`src/rtl/sap2_control_sequencer_if.sv`:
```
// SAP-2 controller bundle: datapath status in, bus strobes out.
// The sequencer is the master; the datapath side uses slave.
interface sap2_control_sequencer_if;
  logic       iRun;
  logic [7:0] iOpcode;
  logic       iZero;
  logic       iSign;
  logic       oPcEnable;
  logic       oPcInc;
  logic       oPcLoadLo;
  logic       oPcLoadHi;
  logic       oMarLoad;
  logic       oMemEnable;
  logic       oIrLoad;
  logic       oAccLoad;
  logic       oAccEnable;
  logic       oBLoad;
  logic       oBEnable;
  logic       oCLoad;
  logic       oCEnable;
  logic       oTmpLoad;
  logic       oTmpEnable;
  logic       oAluEnable;
  logic [1:0] oAluOp;
  logic       oFlagLoad;
  logic       oOutLoad;
  logic       oHalt;
  logic [3:0] oTState;

  modport master (
    input  iRun, iOpcode, iZero, iSign,
    output oPcEnable, oPcInc, oPcLoadLo, oPcLoadHi,
    output oMarLoad, oMemEnable, oIrLoad,
    output oAccLoad, oAccEnable, oBLoad, oBEnable,
    output oCLoad, oCEnable, oTmpLoad, oTmpEnable,
    output oAluEnable, oAluOp, oFlagLoad, oOutLoad,
    output oHalt, oTState
  );

  modport slave (
    output iRun, iOpcode, iZero, iSign,
    input  oPcEnable, oPcInc, oPcLoadLo, oPcLoadHi,
    input  oMarLoad, oMemEnable, oIrLoad,
    input  oAccLoad, oAccEnable, oBLoad, oBEnable,
    input  oCLoad, oCEnable, oTmpLoad, oTmpEnable,
    input  oAluEnable, oAluOp, oFlagLoad, oOutLoad,
    input  oHalt, oTState
  );
endinterface

```
`src/rtl/sap2_control_sequencer.sv`:
```
// SAP-2 control sequencer: T-state counter plus Moore strobe decode.
// Fetch T1-T3, opcode-dependent execute T4-T10, terminal HALT.
module sap2_control_sequencer #(
  parameter bit pHaltOnIllegal = 1'b0
) (
  input  logic              iClk,
  input  logic              iReset_n,
  sap2_control_sequencer_if.master bus
);

  typedef enum logic [3:0] {
    S_HALT = 4'd0,
    S_T1   = 4'd1,
    S_T2   = 4'd2,
    S_T3   = 4'd3,
    S_T4   = 4'd4,
    S_T5   = 4'd5,
    S_T6   = 4'd6,
    S_T7   = 4'd7,
    S_T8   = 4'd8,
    S_T9   = 4'd9,
    S_T10  = 4'd10
  } state_t;

  typedef enum logic [3:0] {
    C_NOP, C_MVI, C_MOV, C_ALU, C_OUT,
    C_JMP, C_JCC, C_HLT, C_ILL
  } cls_t;

  state_t r_state;
  state_t w_next;
  logic   r_taken;
  logic   w_taken_next;
  logic   w_cond;
  logic   w_act;
  cls_t   w_cls;
  logic   w_unused;

  assign w_unused = bus.iSign;

  always_comb begin
    w_cls = C_ILL;
    case (bus.iOpcode)
      8'h00:                    w_cls = C_NOP;
      8'h3E, 8'h06, 8'h0E:      w_cls = C_MVI;
      8'h78, 8'h47,
      8'h79, 8'h4F:             w_cls = C_MOV;
      8'h80, 8'h90,
      8'h3C, 8'h3D:             w_cls = C_ALU;
      8'hD3:                    w_cls = C_OUT;
      8'hC3:                    w_cls = C_JMP;
      8'hCA, 8'hC2:             w_cls = C_JCC;
      8'h76:                    w_cls = C_HLT;
      default:                  w_cls = C_ILL;
    endcase
  end

  // JMP is simply a branch whose condition is always true
  assign w_cond = (bus.iOpcode == 8'hC3)
               | ((bus.iOpcode == 8'hCA) & bus.iZero)
               | ((bus.iOpcode == 8'hC2) & ~bus.iZero);

  assign w_act = iReset_n & bus.iRun & (r_state != S_HALT);

  always_ff @(posedge iClk or negedge iReset_n) begin
    if (!iReset_n) begin
      r_state <= S_T1;
      r_taken <= 1'b0;
    end else begin
      r_state <= w_next;
      r_taken <= w_taken_next;
    end
  end

  assign bus.oHalt   = (r_state == S_HALT);
  assign bus.oTState = r_state;

  always_comb begin
    bus.oPcEnable  = 1'b0;
    bus.oPcInc     = 1'b0;
    bus.oPcLoadLo  = 1'b0;
    bus.oPcLoadHi  = 1'b0;
    bus.oMarLoad   = 1'b0;
    bus.oMemEnable = 1'b0;
    bus.oIrLoad    = 1'b0;
    bus.oAccLoad   = 1'b0;
    bus.oAccEnable = 1'b0;
    bus.oBLoad     = 1'b0;
    bus.oBEnable   = 1'b0;
    bus.oCLoad     = 1'b0;
    bus.oCEnable   = 1'b0;
    bus.oTmpLoad   = 1'b0;
    bus.oTmpEnable = 1'b0;
    bus.oAluEnable = 1'b0;
    bus.oAluOp     = 2'b00;
    bus.oFlagLoad  = 1'b0;
    bus.oOutLoad   = 1'b0;
    w_next         = r_state;
    w_taken_next   = r_taken;
    if (w_act) begin
      case (r_state)
        S_T1: begin
          bus.oPcEnable = 1'b1;
          bus.oMarLoad  = 1'b1;
          w_next        = S_T2;
        end
        S_T2: begin
          bus.oPcInc = 1'b1;
          w_next     = S_T3;
        end
        S_T3: begin
          bus.oMemEnable = 1'b1;
          bus.oIrLoad    = 1'b1;
          w_next         = S_T4;
        end
        S_T4: begin
          w_next = S_T1;
          case (w_cls)
            C_MVI: begin
              bus.oPcEnable = 1'b1;
              bus.oMarLoad  = 1'b1;
              w_next        = S_T5;
            end
            C_MOV: begin
              bus.oBEnable   = (bus.iOpcode == 8'h78);
              bus.oCEnable   = (bus.iOpcode == 8'h79);
              bus.oAccEnable = (bus.iOpcode == 8'h47)
                             | (bus.iOpcode == 8'h4F);
              bus.oAccLoad   = (bus.iOpcode == 8'h78)
                             | (bus.iOpcode == 8'h79);
              bus.oBLoad     = (bus.iOpcode == 8'h47);
              bus.oCLoad     = (bus.iOpcode == 8'h4F);
            end
            C_ALU: begin
              bus.oAluEnable = 1'b1;
              bus.oAccLoad   = 1'b1;
              bus.oFlagLoad  = 1'b1;
              case (bus.iOpcode)
                8'h90:   bus.oAluOp = 2'b01;
                8'h3C:   bus.oAluOp = 2'b10;
                8'h3D:   bus.oAluOp = 2'b11;
                default: bus.oAluOp = 2'b00;
              endcase
            end
            C_OUT: begin
              bus.oPcInc = 1'b1;
              w_next     = S_T5;
            end
            C_JMP, C_JCC: begin
              w_taken_next  = w_cond;
              bus.oPcEnable = w_cond;
              bus.oMarLoad  = w_cond;
              bus.oPcInc    = ~w_cond;
              w_next        = S_T5;
            end
            C_HLT:   w_next = S_HALT;
            C_ILL:   w_next = pHaltOnIllegal ? S_HALT : S_T1;
            default: w_next = S_T1;
          endcase
        end
        S_T5: begin
          w_next = S_T1;
          case (w_cls)
            C_MVI: begin
              bus.oPcInc = 1'b1;
              w_next     = S_T6;
            end
            C_OUT: begin
              bus.oAccEnable = 1'b1;
              bus.oOutLoad   = 1'b1;
            end
            C_JMP, C_JCC: begin
              bus.oPcInc = 1'b1;
              w_next     = r_taken ? S_T6 : S_T1;
            end
            default: w_next = S_T1;
          endcase
        end
        S_T6: begin
          w_next = S_T1;
          if (w_cls == C_MVI) begin
            bus.oMemEnable = 1'b1;
            bus.oAccLoad   = (bus.iOpcode == 8'h3E);
            bus.oBLoad     = (bus.iOpcode == 8'h06);
            bus.oCLoad     = (bus.iOpcode == 8'h0E);
          end else if (r_taken) begin
            bus.oMemEnable = 1'b1;
            bus.oTmpLoad   = 1'b1;
            w_next         = S_T7;
          end
        end
        S_T7: begin
          bus.oPcEnable = 1'b1;
          bus.oMarLoad  = 1'b1;
          w_next        = S_T8;
        end
        S_T8: begin
          bus.oPcInc = 1'b1;
          w_next     = S_T9;
        end
        S_T9: begin
          bus.oMemEnable = 1'b1;
          bus.oPcLoadHi  = 1'b1;
          w_next         = S_T10;
        end
        S_T10: begin
          bus.oTmpEnable = 1'b1;
          bus.oPcLoadLo  = 1'b1;
          w_next         = S_T1;
        end
        default: w_next = S_T1;
      endcase
    end
  end

endmodule
```
`src/flat_wrapper.sv`:
```
// flat-port wrapper written by rule: the top's interface ports become plain ports
module sap2_control_sequencer_flat 
#(
  parameter bit pHaltOnIllegal = 1'b0
)
  (iClk, iReset_n, bus_iRun, bus_iOpcode, bus_iZero, bus_iSign, bus_oPcEnable, bus_oPcInc, bus_oPcLoadLo, bus_oPcLoadHi, bus_oMarLoad, bus_oMemEnable, bus_oIrLoad, bus_oAccLoad, bus_oAccEnable, bus_oBLoad, bus_oBEnable, bus_oCLoad, bus_oCEnable, bus_oTmpLoad, bus_oTmpEnable, bus_oAluEnable, bus_oAluOp, bus_oFlagLoad, bus_oOutLoad, bus_oHalt, bus_oTState);
  sap2_control_sequencer_if bus_i ();
  input  logic iClk;
  input  logic iReset_n;
  input wire logic [$bits(bus_i.iRun)-1:0] bus_iRun;
  input wire logic [$bits(bus_i.iOpcode)-1:0] bus_iOpcode;
  input wire logic [$bits(bus_i.iZero)-1:0] bus_iZero;
  input wire logic [$bits(bus_i.iSign)-1:0] bus_iSign;
  output wire logic [$bits(bus_i.oPcEnable)-1:0] bus_oPcEnable;
  output wire logic [$bits(bus_i.oPcInc)-1:0] bus_oPcInc;
  output wire logic [$bits(bus_i.oPcLoadLo)-1:0] bus_oPcLoadLo;
  output wire logic [$bits(bus_i.oPcLoadHi)-1:0] bus_oPcLoadHi;
  output wire logic [$bits(bus_i.oMarLoad)-1:0] bus_oMarLoad;
  output wire logic [$bits(bus_i.oMemEnable)-1:0] bus_oMemEnable;
  output wire logic [$bits(bus_i.oIrLoad)-1:0] bus_oIrLoad;
  output wire logic [$bits(bus_i.oAccLoad)-1:0] bus_oAccLoad;
  output wire logic [$bits(bus_i.oAccEnable)-1:0] bus_oAccEnable;
  output wire logic [$bits(bus_i.oBLoad)-1:0] bus_oBLoad;
  output wire logic [$bits(bus_i.oBEnable)-1:0] bus_oBEnable;
  output wire logic [$bits(bus_i.oCLoad)-1:0] bus_oCLoad;
  output wire logic [$bits(bus_i.oCEnable)-1:0] bus_oCEnable;
  output wire logic [$bits(bus_i.oTmpLoad)-1:0] bus_oTmpLoad;
  output wire logic [$bits(bus_i.oTmpEnable)-1:0] bus_oTmpEnable;
  output wire logic [$bits(bus_i.oAluEnable)-1:0] bus_oAluEnable;
  output wire logic [$bits(bus_i.oAluOp)-1:0] bus_oAluOp;
  output wire logic [$bits(bus_i.oFlagLoad)-1:0] bus_oFlagLoad;
  output wire logic [$bits(bus_i.oOutLoad)-1:0] bus_oOutLoad;
  output wire logic [$bits(bus_i.oHalt)-1:0] bus_oHalt;
  output wire logic [$bits(bus_i.oTState)-1:0] bus_oTState;
  assign bus_i.iRun = bus_iRun;
  assign bus_i.iOpcode = bus_iOpcode;
  assign bus_i.iZero = bus_iZero;
  assign bus_i.iSign = bus_iSign;
  assign bus_oPcEnable = bus_i.oPcEnable;
  assign bus_oPcInc = bus_i.oPcInc;
  assign bus_oPcLoadLo = bus_i.oPcLoadLo;
  assign bus_oPcLoadHi = bus_i.oPcLoadHi;
  assign bus_oMarLoad = bus_i.oMarLoad;
  assign bus_oMemEnable = bus_i.oMemEnable;
  assign bus_oIrLoad = bus_i.oIrLoad;
  assign bus_oAccLoad = bus_i.oAccLoad;
  assign bus_oAccEnable = bus_i.oAccEnable;
  assign bus_oBLoad = bus_i.oBLoad;
  assign bus_oBEnable = bus_i.oBEnable;
  assign bus_oCLoad = bus_i.oCLoad;
  assign bus_oCEnable = bus_i.oCEnable;
  assign bus_oTmpLoad = bus_i.oTmpLoad;
  assign bus_oTmpEnable = bus_i.oTmpEnable;
  assign bus_oAluEnable = bus_i.oAluEnable;
  assign bus_oAluOp = bus_i.oAluOp;
  assign bus_oFlagLoad = bus_i.oFlagLoad;
  assign bus_oOutLoad = bus_i.oOutLoad;
  assign bus_oHalt = bus_i.oHalt;
  assign bus_oTState = bus_i.oTState;
  sap2_control_sequencer #(.pHaltOnIllegal(pHaltOnIllegal)) u_core (.iClk(iClk), .iReset_n(iReset_n), .bus(bus_i));
endmodule
```
`config.mk`:
```
export PLATFORM = sky130hd
export DESIGN_NAME = sap2_control_sequencer_flat
export DESIGN_NICKNAME = d
export VERILOG_FILES = /design/src/rtl/sap2_control_sequencer_if.sv /design/src/rtl/sap2_control_sequencer.sv /design/src/flat_wrapper.sv
export SDC_FILE = /design/constraint.sdc
export NUM_CORES = 1
export LEC_CHECK = 0
export ABC_CLOCK_PERIOD_IN_PS = 4100
export CORE_MARGIN = 10
export CORE_UTILIZATION = 35
export DETAILED_ROUTE_END_ITERATION = 16
export PLACE_DENSITY_LB_ADDON = 0.1
export SLEW_MARGIN = 20
export SYNTH_ARGS = -nofsm -noshare
export SYNTH_HDL_FRONTEND = slang
export SYNTH_SLANG_ARGS = --single-unit
```
`constraint.sdc`:
```
create_clock -name iClk -period 4.1 [get_ports iClk]
set_input_delay 0.615 -clock iClk [delete_from_list [all_inputs] [get_ports iClk]]
set_output_delay 0.615 -clock iClk [all_outputs]
set_load 0.01 [all_outputs]
```
==> job_summary.md, run 1 <==
### Yosys + OpenROAD results

| Metric | Value |
|---|---|
| Number of port buffers | 36 |
| Routed Antenna Nets | 0 |
| Clock Pin Slew Worst Setup and Hold Paths | 0.04 ns |
| RSZ-0062 raised after global routing | false |
| Status | completed |
| Sink Count | 5 |
| Residual DRC | 0 |
| Largest net degree at the start of global routing | 17 |
| Area Overhead vs Synth | 46.4% |
| Synth Seq Share | 0.151 |
| Max Freq | 269 MHz |
| Share of layout cells above drive strength 1 | 0.0909 |
| Avg Synthesized Cell Area | 6.85 um^2 |
| Pre-antenna DRT Iters | 4 |
| Final worst slack | 0.388 ns |
| Fin. Hold Viols | 0 |
| Setup CP Type | in -> out |
| Latency at later pin | 0.24 ns |
| Dpl ws | 0.373 ns |
| Top Ports | 38 |
| Core region area | 0.00223 mm^2 |
| Ys async rst share | 1.00 |
| Post-detail-place hpwl | 2210 um |
| Critical Path Max Stage Delay | 0.61 ns |
| Post-route setup TNS | 0 ns |
| FF-to-FF End | u_core.r_taken |
| Unique cell types | 40 |
| Crit Path Max Fanout | 6 |
| Peak supply drop | 0.261 mV |
| CP required | 3.48 ns |
| Yosys stat chip area | 836 um^2 |
| Worst setup startpoint | bus_iOpcode[2] |
| Final min period | 3.71 ns |
| Fill cells | 238 |
| Chip width | 68.9 um |
| Die area | 0.00474 mm^2 |
| Reg2Reg Depth | 4 |
| Crit path max-delay cell type | clkdlybuf4s50_1 |
| Worst setup endpoint | bus_oPcEnable |
| Setup violators final | 0 |
| Commonest flop | dfrtp_1 |
-- run 1: registers in the layout, summed over array words and instances, names as in the netlist --
name	flops
u_core.bus.oTState	4
u_core.r_taken	1
-- run 1: worst min path at each step --
stage                                        to  slack (ns)  cells after the start
after global placement           u_core.r_taken        0.57                      2
after CTS                        u_core.r_taken        0.59                      2
after floorplan           u_core.bus.oTState[1]        0.32                      0
after detailed placement         u_core.r_taken        0.58                      2
after global routing      u_core.bus.oTState[1]        0.64                      2
final                            u_core.r_taken        0.59                      2
-- run 1: layer usage --
metal	track usage	vias up
met3	0.0483	2
met2	0.199	40
li1	-	520
met4	0.0148	0
met1	0.131	468
met5	0	-
-- run 1: cell families after synthesis --
family | count (synthesis) | synth area share
xor+xnor | 3 | 0.0314
flops | 5 | 0.151
compound gates | 35 | 0.313
simple gates | 65 | 0.424
buf+inv | 14 | 0.0808
-- run 1: synth_stat cells, drive strengths merged (3+ instances only) --
| cell | instances | share of area |
|---|---|---|
| a211o | 3 | 0.042 |
| a211oi | 5 | 0.051 |
| a21oi | 6 | 0.036 |
| buf | 7 | 0.049 |
| clkbuf | 4 | 0.018 |
| dfrtp | 4 | 0.12 |
| inv | 3 | 0.013 |
| nand2 | 7 | 0.031 |
| nand2b | 9 | 0.067 |
| nand4b | 3 | 0.031 |
| nor2 | 13 | 0.058 |
| nor3 | 15 | 0.090 |
| nor4 | 5 | 0.037 |
| o21ai | 8 | 0.048 |
-- run 1: critical path: cells and delay by family --
kind | cells | cell delay, ns
compound gates | 4 | 0.89
simple gates | 1 | 0.44
buf+inv | 2 | 1.15
-- run 1: stage by stage --
stage                      util  std cells  hold slack [ns]  cell area [um^2]  power (mW)
after floorplan               -        122            0.319               836       0.227
after global placement    0.536        178            0.571              1200       0.313
after detailed placement  0.536        178            0.578              1200       0.316
after CTS                 0.548        182            0.589              1220       0.376
after global routing      0.548        182            0.644              1220       0.402
final                     0.548        182            0.591              1220       0.370
-- run 1: where the power goes --
group          leakage [nW]  internal (mW)  switching, mW
clock                0.0150         0.0368         0.0200
sequential           0.0646         0.0651         0.0473
combinational         0.306          0.105         0.0957
-- run 1: layout make-up --
class / count / area [um^2] / share of cell area
clock buffers: 4 / 26.3 / 0.0215
inverters: 3 / 11.3 / 0.00920
multi-input cells: 103 / 642 / 0.525
flip-flops and latches: 5 / 126 / 0.103
well taps: 28 / 35.0 / 0.0286
repair buffers: 39 / 383 / 0.313
**Run 1: placement density heat map**

7 x 7 tiles, from white (low) to dark blue (high), 0 to 100% covered.
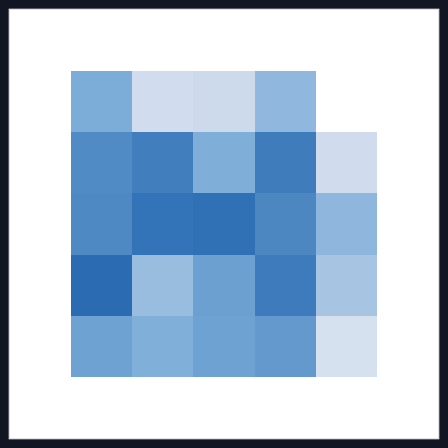
mean over tiles	25%
nearly empty tiles	51%
emptiest ninth of the die	top right
densest ninth of the die	middle
fullest tile	76%
tiles over 75% full	2.0%

**Run 1: congestion heat map**

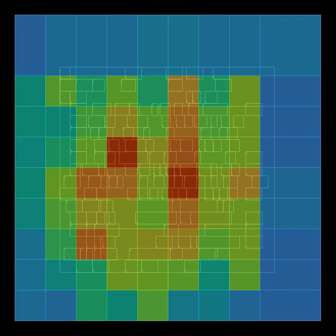
wire length per cell: 14.8 um
GRT Overall Usage: 0.114
grt met3 use: 0.0483

**Run 1: M2 wires**

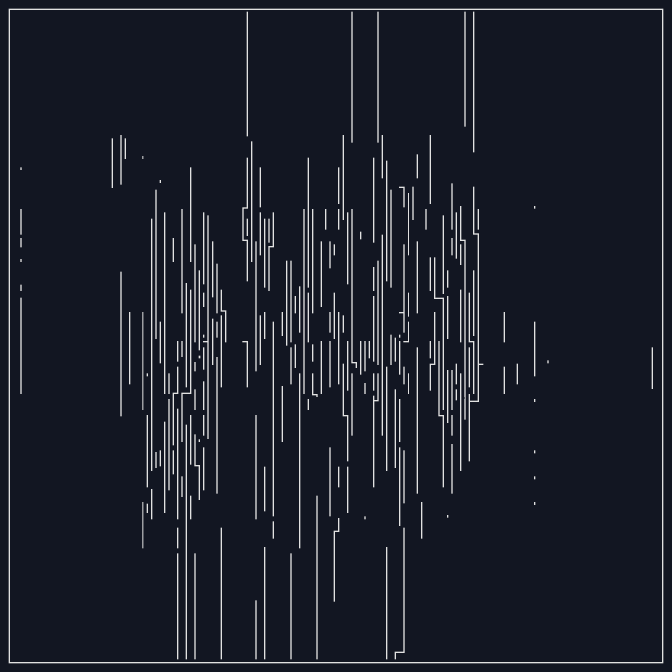
nets with wire on the layer	144
share of all routed wire	50%

==> run 1 -> run 2 <==
- CTS_BUF_LIST: default -> sky130_fd_sc_hd__clkbuf_4 sky130_fd_sc_hd__clkbuf_8
- PLACE_DENSITY: default -> 0.79
- PLACE_DENSITY_LB_ADDON: 0.1 -> default
**Run 2: M2 wires**

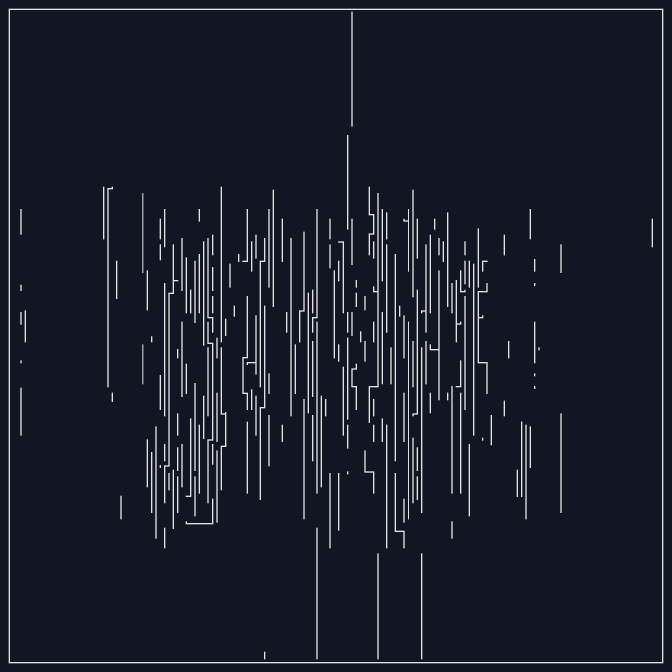
wire length on this layer	1170 um
main direction	vertical
longest straight run	21.8 um
share of all routed wire	43%
nets with wire on the layer	140

==> run 2 against run 1 <==
Compared with the run above:
- non-clock buffer count is the same
- first-iteration DRC count grew 77%
- cell count is the same
- maximum frequency shrank 0.28%
- combinational power is essentially flat
- die area is the same
- largest cell class unchanged
==> job_summary.md, run 2 <==
### Yosys + OpenROAD results

| Metric | Value |
|---|---|
| Reg area | 126 um^2 (unchanged) |
| Yosys stat chip area | 836 um^2 (unchanged) |
| Top Family by Delay on Critical Path | buffers and inverters |
| Area Overhead vs Synth | 46.9% |
| Routed Antenna Nets | 0 (unchanged) |
| Peak supply drop | 0.227 mV (-13%) |
| Number of port buffers | 36 (unchanged) |
| Pins Over Slew Limit | 0 |
| Largest net degree at the start of global routing | 17 (unchanged) |
| Post-route setup TNS | 0 ns (unchanged) |
| Unique cell types | 40 (unchanged) |
| Core region area | 0.00223 mm^2 (unchanged) |
| Final min period | 3.72 ns (+0.0106 ns) |
| Final core occ | 0.550 (+0.00168) |
| Sink Count | 5 (unchanged) |
| Design Power | 380 uW (+2.6%) |
| Pre-antenna DRT Iters | 4 (unchanged) |
| Ys async rst share | 1.00 (unchanged) |
| PostCTS Resize Cnt | 0 |
| Share of layout cells above drive strength 1 | 0.0974 (+0.00649) |
| Cell count after placement | 178 (unchanged) |
| Top Ports | 38 (unchanged) |
| Multi-input gate area in the final layout | 642 um^2 (unchanged) |
| Die area | 0.00474 mm^2 (unchanged) |
| Buffer and inverter count on the worst path | 2 (unchanged) |
| Max reg flops | 4 (unchanged) |
| Critical Path Max Stage Delay | 0.61 ns (about the same) |
| Clock Pin Slew Worst Setup and Hold Paths | 0.04 ns (about the same) |
| Commonest flop | dfrtp_1 |
| Crit path max-delay cell type | clkdlybuf4s50_1 |
| Dominant cell area share | 0.120 (unchanged) |
| Status | completed |
| RSZ-0062 raised after global routing | false |
| CP dominant cell by count | clkdlybuf4s50_1 |
| Fin cells | 182 (unchanged) |
| Post-detail-place hpwl | 2190 um (-0.63%) |
| Synth Seq Share | 0.151 (unchanged) |
| Residual DRC | 0 (unchanged) |
| Finished Cell Area | 0.00123 mm^2 (+0.31%) |
| Synth top cells by count | nor3_1 (15), nor2_1 (13), nand2b_1 (9) |
| Chip width | 68.9 um (unchanged) |
| Setup violators final | 0 (unchanged) |
| Placed inst area | 0.00120 mm^2 (unchanged) |
| Fill cells | 228 (-4.2%) |
| CP required | 3.48 ns (about the same) |
| Post-synth top area cell | dfrtp_1 |
| Rows | 17 |
| Latency at later pin | 0.24 ns (about the same) |
| Top cells, area | dfrtp_1 (12%), nor3_1 (9.0%), nand2b_1 (6.7%) |
**Run 2: congestion heat map**

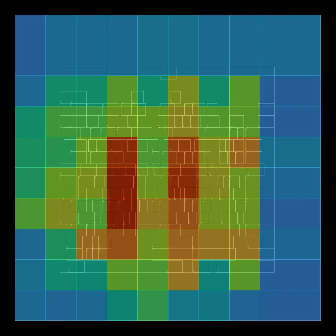
grt met2 use: 0.185
wire length per cell: 15.1 um
grt peak-use layer: met2
GRT Overall Usage: 0.119

## run 2: cell counts after synthesis
Identical to the previous run, type by type.
## run 2: worst paths after layout
kind / start / to / slack (ns) / cells past startpoint
max: bus_iOpcode[2] / bus_oMarLoad / 0.38 / 7
min: u_core.r_taken / u_core.r_taken / 0.57 / 2
min in group asynchronous: iReset_n / u_core.bus.oTState[1] / 0.67 / 2
max in group asynchronous: iReset_n / u_core.bus.oTState[0] / 3.23 / 2
min reg2reg: u_core.r_taken / u_core.r_taken / 0.57 / 2
max reg2reg: u_core.bus.oTState[3] / u_core.r_taken / 2.35 / 4
## run 2: area by class of cell
class | count | share of cell area
multi-input cells | 103 | 0.523
repair buffers | 39 | 0.312
flip-flops and latches | 5 | 0.103
well taps | 28 | 0.0285
clock buffers | 4 | 0.0245
inverters | 3 | 0.00917
## run 2: power breakdown
group / internal [mW] / switching, mW / leakage, nW
Clock: 0.0434 / 0.0201 / 0.0184
Combinational: 0.105 / 0.0957 / 0.306
Sequential: 0.0651 / 0.0504 / 0.0646
Total: 0.214 / 0.166 / 0.389
## run 2: cells by family after synthesis
kind of cell              share of synthesized area
AOI/OAI and AO/OA                             0.313
and+or+nand+nor                               0.424
DFF                                           0.151
buffers and inverters                        0.0808
xor gates and xnor gates                     0.0314
## run 2: per-layer routing
layer,vias up,GRT usage
met5,-,0
met2,36,0.185
met3,2,0.0709
met4,0,0.0345
met1,458,0.134
li1,519,-
## run 2: per-stage QoR
step                      setup slack [ns]  hold slack, ns
after global routing                 0.255           0.631
final                                0.377           0.570
after floorplan                       1.27           0.319
after detailed placement             0.358           0.566
after CTS                            0.354           0.576
after global placement               0.394           0.569
## run 2: worst reg2reg max path: stages, from the launching register on
cell	delay, ns
dfrtp_1	0.54
nand4b_1	0.39
nor3_1	0.50
a21oi_1	0.12
a21oi_1	0.13
Power figures rest on the tool's default switching activity, not on a simulated workload.
